[src/rtl/instr_pkg.sv]
// Shared opcode/function definitions for the encoder issuer and the
// downstream decoder: widths, function-to-opcode table, issue states.
package instr_pkg;

  localparam int OPCODE_W = 4;
  localparam int FUNC_W   = 14;

  // Function index -> opcode; 0x9 and 0xE are reserved and never used.
  localparam logic [OPCODE_W-1:0] FUNC2OP [FUNC_W] = '{
    4'h0, 4'h1, 4'h2, 4'h3, 4'h4, 4'h5, 4'h6,
    4'h7, 4'h8, 4'hA, 4'hB, 4'hC, 4'hD, 4'hF
  };

  typedef enum logic {
    IDLE  = 1'b0,
    ISSUE = 1'b1
  } enc_state_e;

  function automatic logic [OPCODE_W-1:0] func2op(
    input logic [3:0] idx
  );
    logic [OPCODE_W-1:0] op;
    op = '0;
    for (int i = 0; i < FUNC_W; i++) begin
      if (idx == 4'(i)) op = FUNC2OP[i];
    end
    return op;
  endfunction

endpackage

[src/rtl/enc_prio14.sv]
// Lowest-set-bit priority encoder over the 14-bit pending vector.
// Ports: pending in; low_idx, onehot_low, any, single out.
module enc_prio14
  import instr_pkg::*;
(
  input  logic [FUNC_W-1:0] pending,
  output logic [3:0]        low_idx,
  output logic [FUNC_W-1:0] onehot_low,
  output logic              any,
  output logic              single
);

  always_comb begin
    low_idx = '0;
    for (int i = FUNC_W - 1; i >= 0; i--) begin
      if (pending[i]) low_idx = 4'(i);
    end
  end

  // Two's-complement trick isolates the lowest set bit.
  assign onehot_low = pending & (~pending + FUNC_W'(1));
  assign any        = |pending;
  assign single     = any &&
    ((pending & (pending - FUNC_W'(1))) == '0);

endmodule

[src/rtl/instruction_encoder_issuer.sv]
// Latches a 14-bit function-request vector and issues one opcode per set
// bit, lowest index first, over valid/ready. Ports: clk, rst_n, flush,
// req_valid/req_vec/req_ready, op_valid/op_code/op_last/op_ready, done,
// err_empty, and issue_cnt when ENC_ISSUE_COUNT_EN is defined.
module instruction_encoder_issuer
  import instr_pkg::*;
#(
  parameter int CNT_W = 8
) (
  input  logic                clk,
  input  logic                rst_n,
  input  logic                flush,
  input  logic                req_valid,
  input  logic [FUNC_W-1:0]   req_vec,
  output logic                req_ready,
  output logic                op_valid,
  output logic [OPCODE_W-1:0] op_code,
  output logic                op_last,
  input  logic                op_ready,
  output logic                done,
`ifdef ENC_ISSUE_COUNT_EN
  output logic [CNT_W-1:0]    issue_cnt,
`endif
  output logic                err_empty
);

  enc_state_e        state_q, state_d;
  logic [FUNC_W-1:0] pending_q, pending_d;
  logic              done_q, done_d;
  logic              err_q, err_d;

  logic [3:0]        low_idx;
  logic [FUNC_W-1:0] onehot_low;
  logic              any_set;
  logic              single_set;

  enc_prio14 u_prio (
    .pending    (pending_q),
    .low_idx    (low_idx),
    .onehot_low (onehot_low),
    .any        (any_set),
    .single     (single_set)
  );

  assign req_ready = (state_q == IDLE);
  assign op_valid  = (state_q == ISSUE);
  assign op_code   = (op_valid && any_set) ? func2op(low_idx) : '0;
  assign op_last   = op_valid && single_set;
  assign done      = done_q;
  assign err_empty = err_q;

`ifdef ENC_ISSUE_COUNT_EN
  logic [CNT_W-1:0] cnt_q, cnt_d;
  assign issue_cnt = cnt_q;
`endif

  always_comb begin
    state_d   = state_q;
    pending_d = pending_q;
    done_d    = 1'b0;
    err_d     = 1'b0;
`ifdef ENC_ISSUE_COUNT_EN
    cnt_d     = cnt_q;
`endif
    unique case (state_q)
      IDLE: begin
        if (!flush && req_valid) begin
          if (req_vec == '0) begin
            err_d = 1'b1;
          end else begin
            pending_d = req_vec;
            state_d   = ISSUE;
          end
        end
      end
      ISSUE: begin
        // Flush overrides a simultaneous handshake: nothing issued.
        if (flush) begin
          pending_d = '0;
          state_d   = IDLE;
        end else if (op_ready) begin
          pending_d = pending_q & ~onehot_low;
`ifdef ENC_ISSUE_COUNT_EN
          cnt_d     = cnt_q + CNT_W'(1);
`endif
          if (single_set) begin
            state_d = IDLE;
            done_d  = 1'b1;
          end
        end
      end
      default: state_d = IDLE;
    endcase
  end

  always_ff @(posedge clk or negedge rst_n) begin
    if (!rst_n) begin
      state_q   <= IDLE;
      pending_q <= '0;
      done_q    <= 1'b0;
      err_q     <= 1'b0;
`ifdef ENC_ISSUE_COUNT_EN
      cnt_q     <= '0;
`endif
    end else begin
      state_q   <= state_d;
      pending_q <= pending_d;
      done_q    <= done_d;
      err_q     <= err_d;
`ifdef ENC_ISSUE_COUNT_EN
      cnt_q     <= cnt_d;
`endif
    end
  end

endmodule

[config.mk]
export PLATFORM = sky130hd
export DESIGN_NAME = instruction_encoder_issuer
export DESIGN_NICKNAME = d
export VERILOG_FILES = /design/src/rtl/instr_pkg.sv /design/src/rtl/enc_prio14.sv /design/src/rtl/instruction_encoder_issuer.sv
export SDC_FILE = /design/constraint.sdc
export NUM_CORES = 1
export LEC_CHECK = 0
export ABC_CLOCK_PERIOD_IN_PS = 2200
export CAP_MARGIN = 20
export CORE_MARGIN = 5
export CORE_UTILIZATION = 49
export CTS_CLUSTER_SIZE = 40
export DETAILED_ROUTE_END_ITERATION = 16
export PLACE_DENSITY = 0.78
export SLEW_MARGIN = 20
export SYNTH_ARGS = -nofsm -noshare
export SYNTH_HDL_FRONTEND = slang
export SYNTH_SLANG_ARGS = --single-unit
export TNS_END_PERCENT = 100
[constraint.sdc]
create_clock -name clk -period 2.2 [get_ports clk]
set_input_delay 0.44 -clock clk [delete_from_list [all_inputs] [get_ports clk]]
set_output_delay 0.44 -clock clk [all_outputs]
set_load 0.03 [all_outputs]
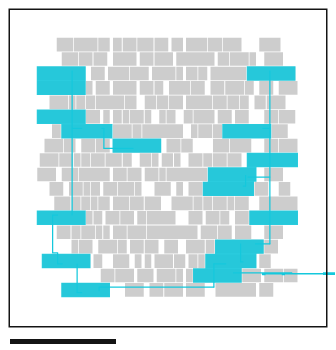
**Above:** run 1 (nets reached from selected ports).
Scale bar: 20 microns.
Cyan shows `rst_n`, bits 1, direction input, end cells 17, wire 157 microns.
# port buffers: 27
num ports: 28

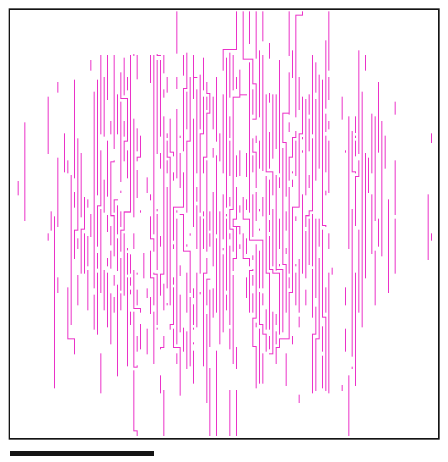
**Above:** run 1 (the metal 2 layer).
Scale bar: 20 microns.
The layer carries 2,430 microns of wire. 216 nets have wire on it. The layer holds 49% of the routed length. The longest straight run is 32.6 microns.
met2 usage: 0.495
vias: 1,590
WL final: 4.98 mm

==> out/qor.yml, run 1 <==
run_status:
  status: "complete, but fails checks"
  violations: "setup timing"
timing:
  setup_slack_ns: -0.464
  worst_pin_slew_ns: 0.529
  slew-limit-headroom: 0.642
  rsz0062_at_grt: "true"
  setup_viol: 5
clocking:
  cts_tree: "yes"
  cts_sinks: 17
  cts-root-buf: "clkbuf_4"
  htreeDepth: 1
worst_setup_path:
  crit_path_start_kind: "flip-flop"
  critPathKind: "reg2out"
global_routing:
  overflow: 0
synthesis:
  synth_cells: 144
  ys_seq_share: 0.353
final_layout:
  drive_gt1_frac: 0.416
  mostFrequentLayoutCells: "buf_4, clkdlybuf4s50_1, o21ai_0, nor2_1, dfrtp_1"
job:
  max-cap-violations: 0
floorplan:
  fp.dieH_microns: 59.6
routing:
  via_per_inst: 6.52
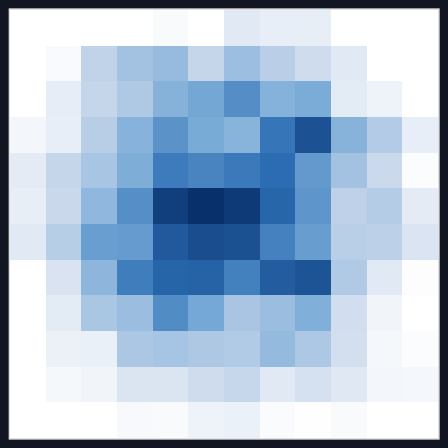
**Above:** run 1 (routed metal per tile).
The die is cut into 12 by 12 equal tiles; white is low, dark blue is high, scaled to the fullest tile. Values are wire area over tile area, all layers added.
19% of the tiles are nearly empty. 22% of the tiles are over half the peak. The mean over all tiles is 0.25. The densest ninth of the die: center. The fullest tile reaches 0.83.
wire length per cell: 20.4 microns
total track usage: 0.284

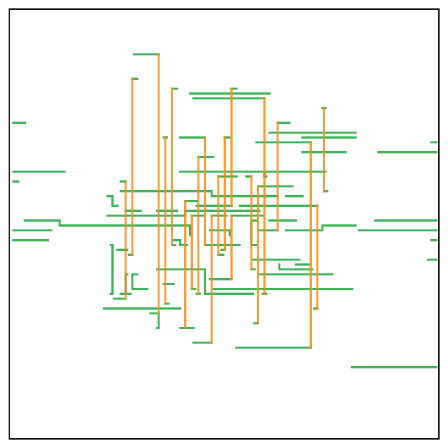
**Above:** run 1 (signal wires by layer).
Only two layers are drawn.
Orange shows metal 4, wire length 382 microns. Green shows metal 3, wire length 410 microns.

[run 1: area by class of cell]
cell class                 instances  area (sq um)  share of cell area
multi-input combinational        113           841               0.418
timing repair buffer              74           654               0.325
sequential                        17           430               0.214
tap                               30          37.5              0.0186
clock buffer                       3          22.5              0.0112
inverter                           6          22.5              0.0112
clock inverter                     1          5.00             0.00249
[run 1: path summary, 6_finish.rpt]
kind	start	to	slack [ns]	cells past startpoint
min in group clk	pending_q[11]	pending_q[11]	0.61	1
max in group asynchronous	rst_n	pending_q[11]	1.54	2
min	rst_n	err_empty	0.43	2
max	pending_q[3]	op_code[0]	-0.46	6
max reg2reg	pending_q[9]	op_valid	0.15	8
min reg2reg	pending_q[11]	pending_q[11]	0.61	1
[run 1: per-layer routing]
layer | vias up | global-route usage
met5 | - | 0
met4 | 0 | 0.155
met3 | 44 | 0.0632
met2 | 119 | 0.495
met1 | 742 | 0.318
li1 | 685 | -
[run 1: report_power, final]
group          internal, uW  switching, uW
Clock                  68.2            110
Sequential              371           78.6
Combinational           536            571
[run 1: Yosys cell counts, drive strengths merged]
master	number
a211oi	2
a21o	1
a21oi	7
a221oi	2
a22o	11
a31oi	2
a32o	1
and2	2
and3	2
buf	6
clkbuf	2
dfrtp	17
inv	6
maj3	1
nand2	10
nand2b	3
nand3	3
nand3b	2
nand4	3
nand4b	2
nor2	18
nor3	7
nor3b	1
nor4	7
o211ai	1
o21ai	16
o21bai	1
o311ai	3
o31ai	2
or2	1
or3	1
or4	1
[run 1: kinds of logic after synthesis]
kind of cell,Yosys count,share of synthesized area
adder cells (fa/ha/maj),1,0.00832
flip-flops,17,0.353
buffers and inverters,14,0.0561
AND/OR/NAND/NOR,63,0.307
AND-OR/OR-AND,49,0.275
## Run 2: what changed since run 1
--- a/config.mk
+++ b/config.mk
@@ -8,10 +8,11 @@
 export ABC_CLOCK_PERIOD_IN_PS = 2200
 export CAP_MARGIN = 20
 export CORE_MARGIN = 5
-export CORE_UTILIZATION = 49
+export CORE_UTILIZATION = 56
 export CTS_CLUSTER_SIZE = 40
 export DETAILED_ROUTE_END_ITERATION = 16
-export PLACE_DENSITY = 0.78
+export DONT_BUFFER_PORTS = 1
+export PLACE_DENSITY = 0.7
 export SLEW_MARGIN = 20
 export SYNTH_ARGS = -nofsm -noshare
 export SYNTH_HDL_FRONTEND = slang
==> run 2 against run 1 <==
Effect of this change: first-iteration DRC count fell by 24%; sequential share of layout area is 4.1 points higher; core utilization up 0.71 points; critical path depth is 1 higher; highest routed layer unchanged; the flow still finishes with violations (setup timing); non-clock buffer count shrank 30.
==> out/qor.yml, run 2 <==
global_routing:
  overflow: 0
  gr-max-usage-layer: "met2"
  gr-usage-met2: 0.436
  met3_usage: 0.0872
routing:
  via_per_inst: 6.74
  routed_wl_mm: 4.37
timing:
  worst_pin_slew_ns: 0.830
  setup_viol: 5
  setup_slack_ns: -0.517
  slew-limit-headroom: 0.445
clocking:
  htreeDepth: 1
  cts-root-buf: "clkbuf_4"
  cts_sinks: 17
  cts_tree: "yes"
synthesis:
  flop_cell: "dfrtp_1"
  synth_cells: 144
  most_common_cell: "nor2_1"
  ys_seq_share: 0.353
  async_reset_ff_frac: 1.00
floorplan:
  fp.dieH_microns: 56.4
run_status:
  status: "complete, but fails checks"
  violations: "setup timing"
worst_setup_path:
  crit_path_start_kind: "flip-flop"
  cp.depth: 7
final_layout:
  mostFrequentLayoutCells: "buf_4, nor2_1, o21ai_0, dfrtp_1, a22o_1"
  comb_area_sq_um: 821
hold_path:
  holdPathStages: 1
-- run 2: cell counts after synthesis --
No cell type changed its count.
-- run 2: worst paths after layout --
path	startpoint	to	slack, ns
setup / recovery	pending_q[8]	op_last	-0.52
hold / removal	req_vec[5]	pending_q[5]	0.27
setup reg to reg	pending_q[8]	op_valid	0
hold reg to reg	pending_q[11]	pending_q[11]	0.58
max in group asynchronous	rst_n	pending_q[2]	0.95
min in group asynchronous	rst_n	pending_q[5]	0.67
-- run 2: cell families (layout without fill, tap and decap cells) --
logic type | Yosys count | in the layout | synth area share
AOI/OAI and AO/OA | 49 | 49 | 0.275
adders and majority gates | 1 | 1 | 0.00832
buffers and inverters | 14 | 54 | 0.0561
DFF | 17 | 17 | 0.353
and+or+nand+nor | 63 | 63 | 0.307
-- run 2: power by group --
part / total, uW / leakage, uW / internal, uW / switching (uW)
sequential: 450 / 0.000216 / 369 / 80.7
combinational: 1000 / 0.000475 / 466 / 534
clock: 172 / 0.0000177 / 67.8 / 104
total: 1620 / 0.000709 / 903 / 718
-- run 2: final cells by class --
type	count	area share
well taps	27	0.0200
repair buffers	44	0.209
clock inverters	1	0.00297
multi-input cells	113	0.487
clock buffers	3	0.0134
flip-flops and latches	17	0.254
inverters	6	0.0134
-- run 2: through the flow --
stage                     TNS [ns]  total power, uW  utilization  worst slack, ns  hold WS (ns)
after floorplan            -0.0318              901            -          -0.0318         0.144
after global placement      -0.105             1190        0.741          -0.0648         0.145
after detailed placement    -0.109             1200        0.741          -0.0611         0.145
after CTS                    -1.06             1530        0.832           -0.302         0.269
after global routing         -2.02             1700        0.843           -0.567         0.251
final                        -1.56             1620        0.843           -0.517         0.269
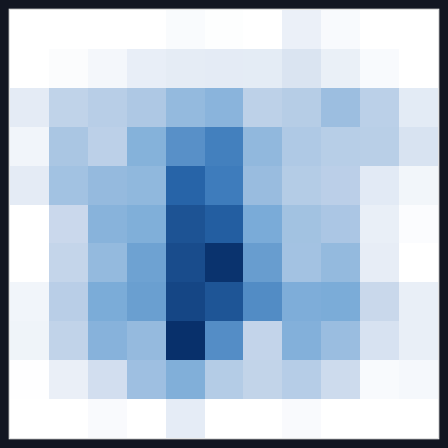
**Above:** run 2 (routed metal per tile).
The die is cut into 11 by 11 equal tiles; white is low, dark blue is high, scaled to the fullest tile. Values are wire area over tile area, all layers added.
The emptiest ninth of the die: upper left. The densest ninth of the die: center. 13% of the tiles are over half the peak.
total track usage: 0.272
vias: 1,422
wire length per cell: 20.7 microns

## Run 3: what changed since run 2
--- a/config.mk
+++ b/config.mk
@@ -6,7 +6,6 @@
 export NUM_CORES = 1
 export LEC_CHECK = 0
 export ABC_CLOCK_PERIOD_IN_PS = 2200
-export CAP_MARGIN = 20
 export CORE_MARGIN = 5
 export CORE_UTILIZATION = 56
 export CTS_CLUSTER_SIZE = 40
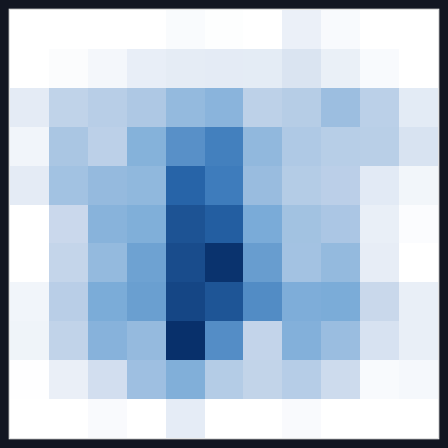
**Above:** run 3 (routed metal per tile).
The die is cut into 11 by 11 equal tiles; white is low, dark blue is high, scaled to the fullest tile. Values are wire area over tile area, all layers added.
The fullest tile reaches 0.89. 13% of the tiles are over half the peak. 20% of the tiles are nearly empty. The mean over all tiles is 0.24.

==> run 3 against run 2 <==
Effect of this change: critical path type unchanged; the run still ends with setup timing left; core utilization stayed put; clock skew stayed put; global-route usage stayed put; critical path depth stayed put; sequential share of layout area stayed put.
==> out/qor.yml, run 3 <==
run_status:
  status: "complete, but fails checks"
  violations: "setup timing"
synthesis:
  enable_flop_cells: 0
  flop_cell: "dfrtp_1"
  most_common_cell: "nor2_1"
  ys_sh_mux: 0
  yosys.area_share.aoi: 0.275
  top_cells_by_count: "nor2_1, dfrtp_1, o21ai_0, a22o_1, nand2_1"
  synth_cells: 144
  ys_top_logic_family: "simple AND/OR/NAND/NOR gates"
  ys_seq_share: 0.353
  ys_sh_xor: 0
  ys_sh_adder: 0.00832
worst_setup_path:
  crit_start: "pending_q[8]"
  crit_path_start_kind: "flip-flop"
  worstReg2RegStart: "pending_q[8]"
  critPathKind: "reg2out"
  crit_path_end: "op_last"
  reg2regPathDepth: 8
clocking:
  cts-root-buf: "clkbuf_4"
  cts_tree: "yes"
  htreeDepth: 1
timing:
  setup_slack_ns: -0.517
  setup_viol: 5
power_and_ir_drop:
  pg_seq_uw: 450
  combPwrFrac: 0.617
  p_switching_uw: 718
  pg_clk_uw: 172
  p_sw_frac: 0.443
  comb-power_uw: 1000
hold_path:
  hold_start: "req_vec[5]"
  holdPathStages: 1
final_layout:
  mostFrequentLayoutCells: "buf_4, nor2_1, o21ai_0, dfrtp_1, a22o_1"
  drive_gt1_frac: 0.413
routing:
  wl_per_cell_microns: 20.7
  vias: 1422
floorplan:
  fp.dieH_microns: 56.4
placed_design:
  io_buffers: 0
global_routing:
  grt.total_usage: 0.272
## run 3: cell counts in the layout (fill, tap and decap cells not counted)
Identical to the previous run, type by type.
## run 3: logic make-up (layout without fill, tap and decap cells)
| family | Yosys count | in the layout |
|---|---|---|
| adder cells (fa/ha/maj) | 1 | 1 |
| flip-flops | 17 | 17 |
| AND/OR/NAND/NOR | 63 | 63 |
| buffers and inverters | 14 | 54 |
| AND-OR/OR-AND | 49 | 49 |
## run 3: worst max-delay path: stages, from the launching register on
cell and delay (ns):
dfrtp_1 0.45, buf_4 0.20, nor3_1 0.26, nand4_1 0.21
a221oi_2 0.32, nand4_1 0.24, nor2_2 0.13, buf_4 0.17
## run 3: through the flow
| stage | hold WS [ns] | cell area [sq um] | cells | util | setup WS (ns) |
|---|---|---|---|---|---|
| finish | 0.269 | 1690 | 211 | 0.843 | -0.517 |
| global route | 0.251 | 1690 | 211 | 0.843 | -0.567 |
| CTS | 0.269 | 1670 | 211 | 0.832 | -0.302 |
| detailed placement | 0.145 | 1480 | 197 | 0.741 | -0.0611 |
| global placement | 0.145 | 1480 | 197 | 0.741 | -0.0648 |
| floorplan | 0.144 | 1230 | 144 | - | -0.0318 |
## run 3: layer usage
layer  GRT usage  part of all wire  up-vias
li1            -                 -      626
met1       0.333              0.36      651
met2       0.436              0.47      113
met3      0.0872              0.11       32
met4       0.115             0.058        0
met5      0.0179                 0        -
## run 3: area by class of cell
| cell class | instances | area (sq um) |
|---|---|---|
| Multi-Input combinational cell | 113 | 821 |
| Clock inverter | 1 | 5.00 |
| Tap cell | 27 | 33.8 |
| Sequential cell | 17 | 429 |
| Inverter | 6 | 22.5 |
| Clock buffer | 3 | 22.5 |
| Fill cell | 119 | 315 |
| Timing Repair Buffer | 44 | 353 |

==> notes/layouts.md <==
Pictures saved along the way, in no particular order.

Cell placement.
panel A
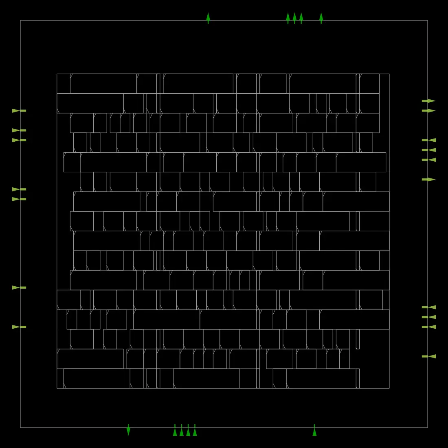
panel B
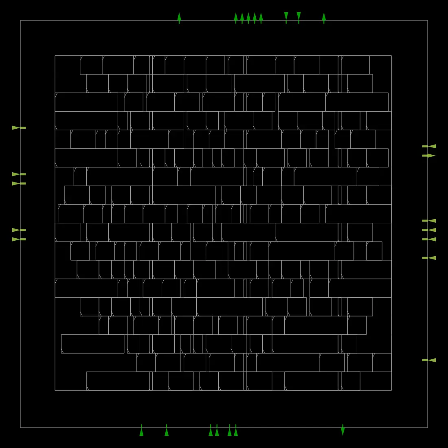
panel A -> run 2
panel B -> run 1
The one with the most cells is panel B.

Power figures rest on the tool's default switching activity, not on a simulated workload.
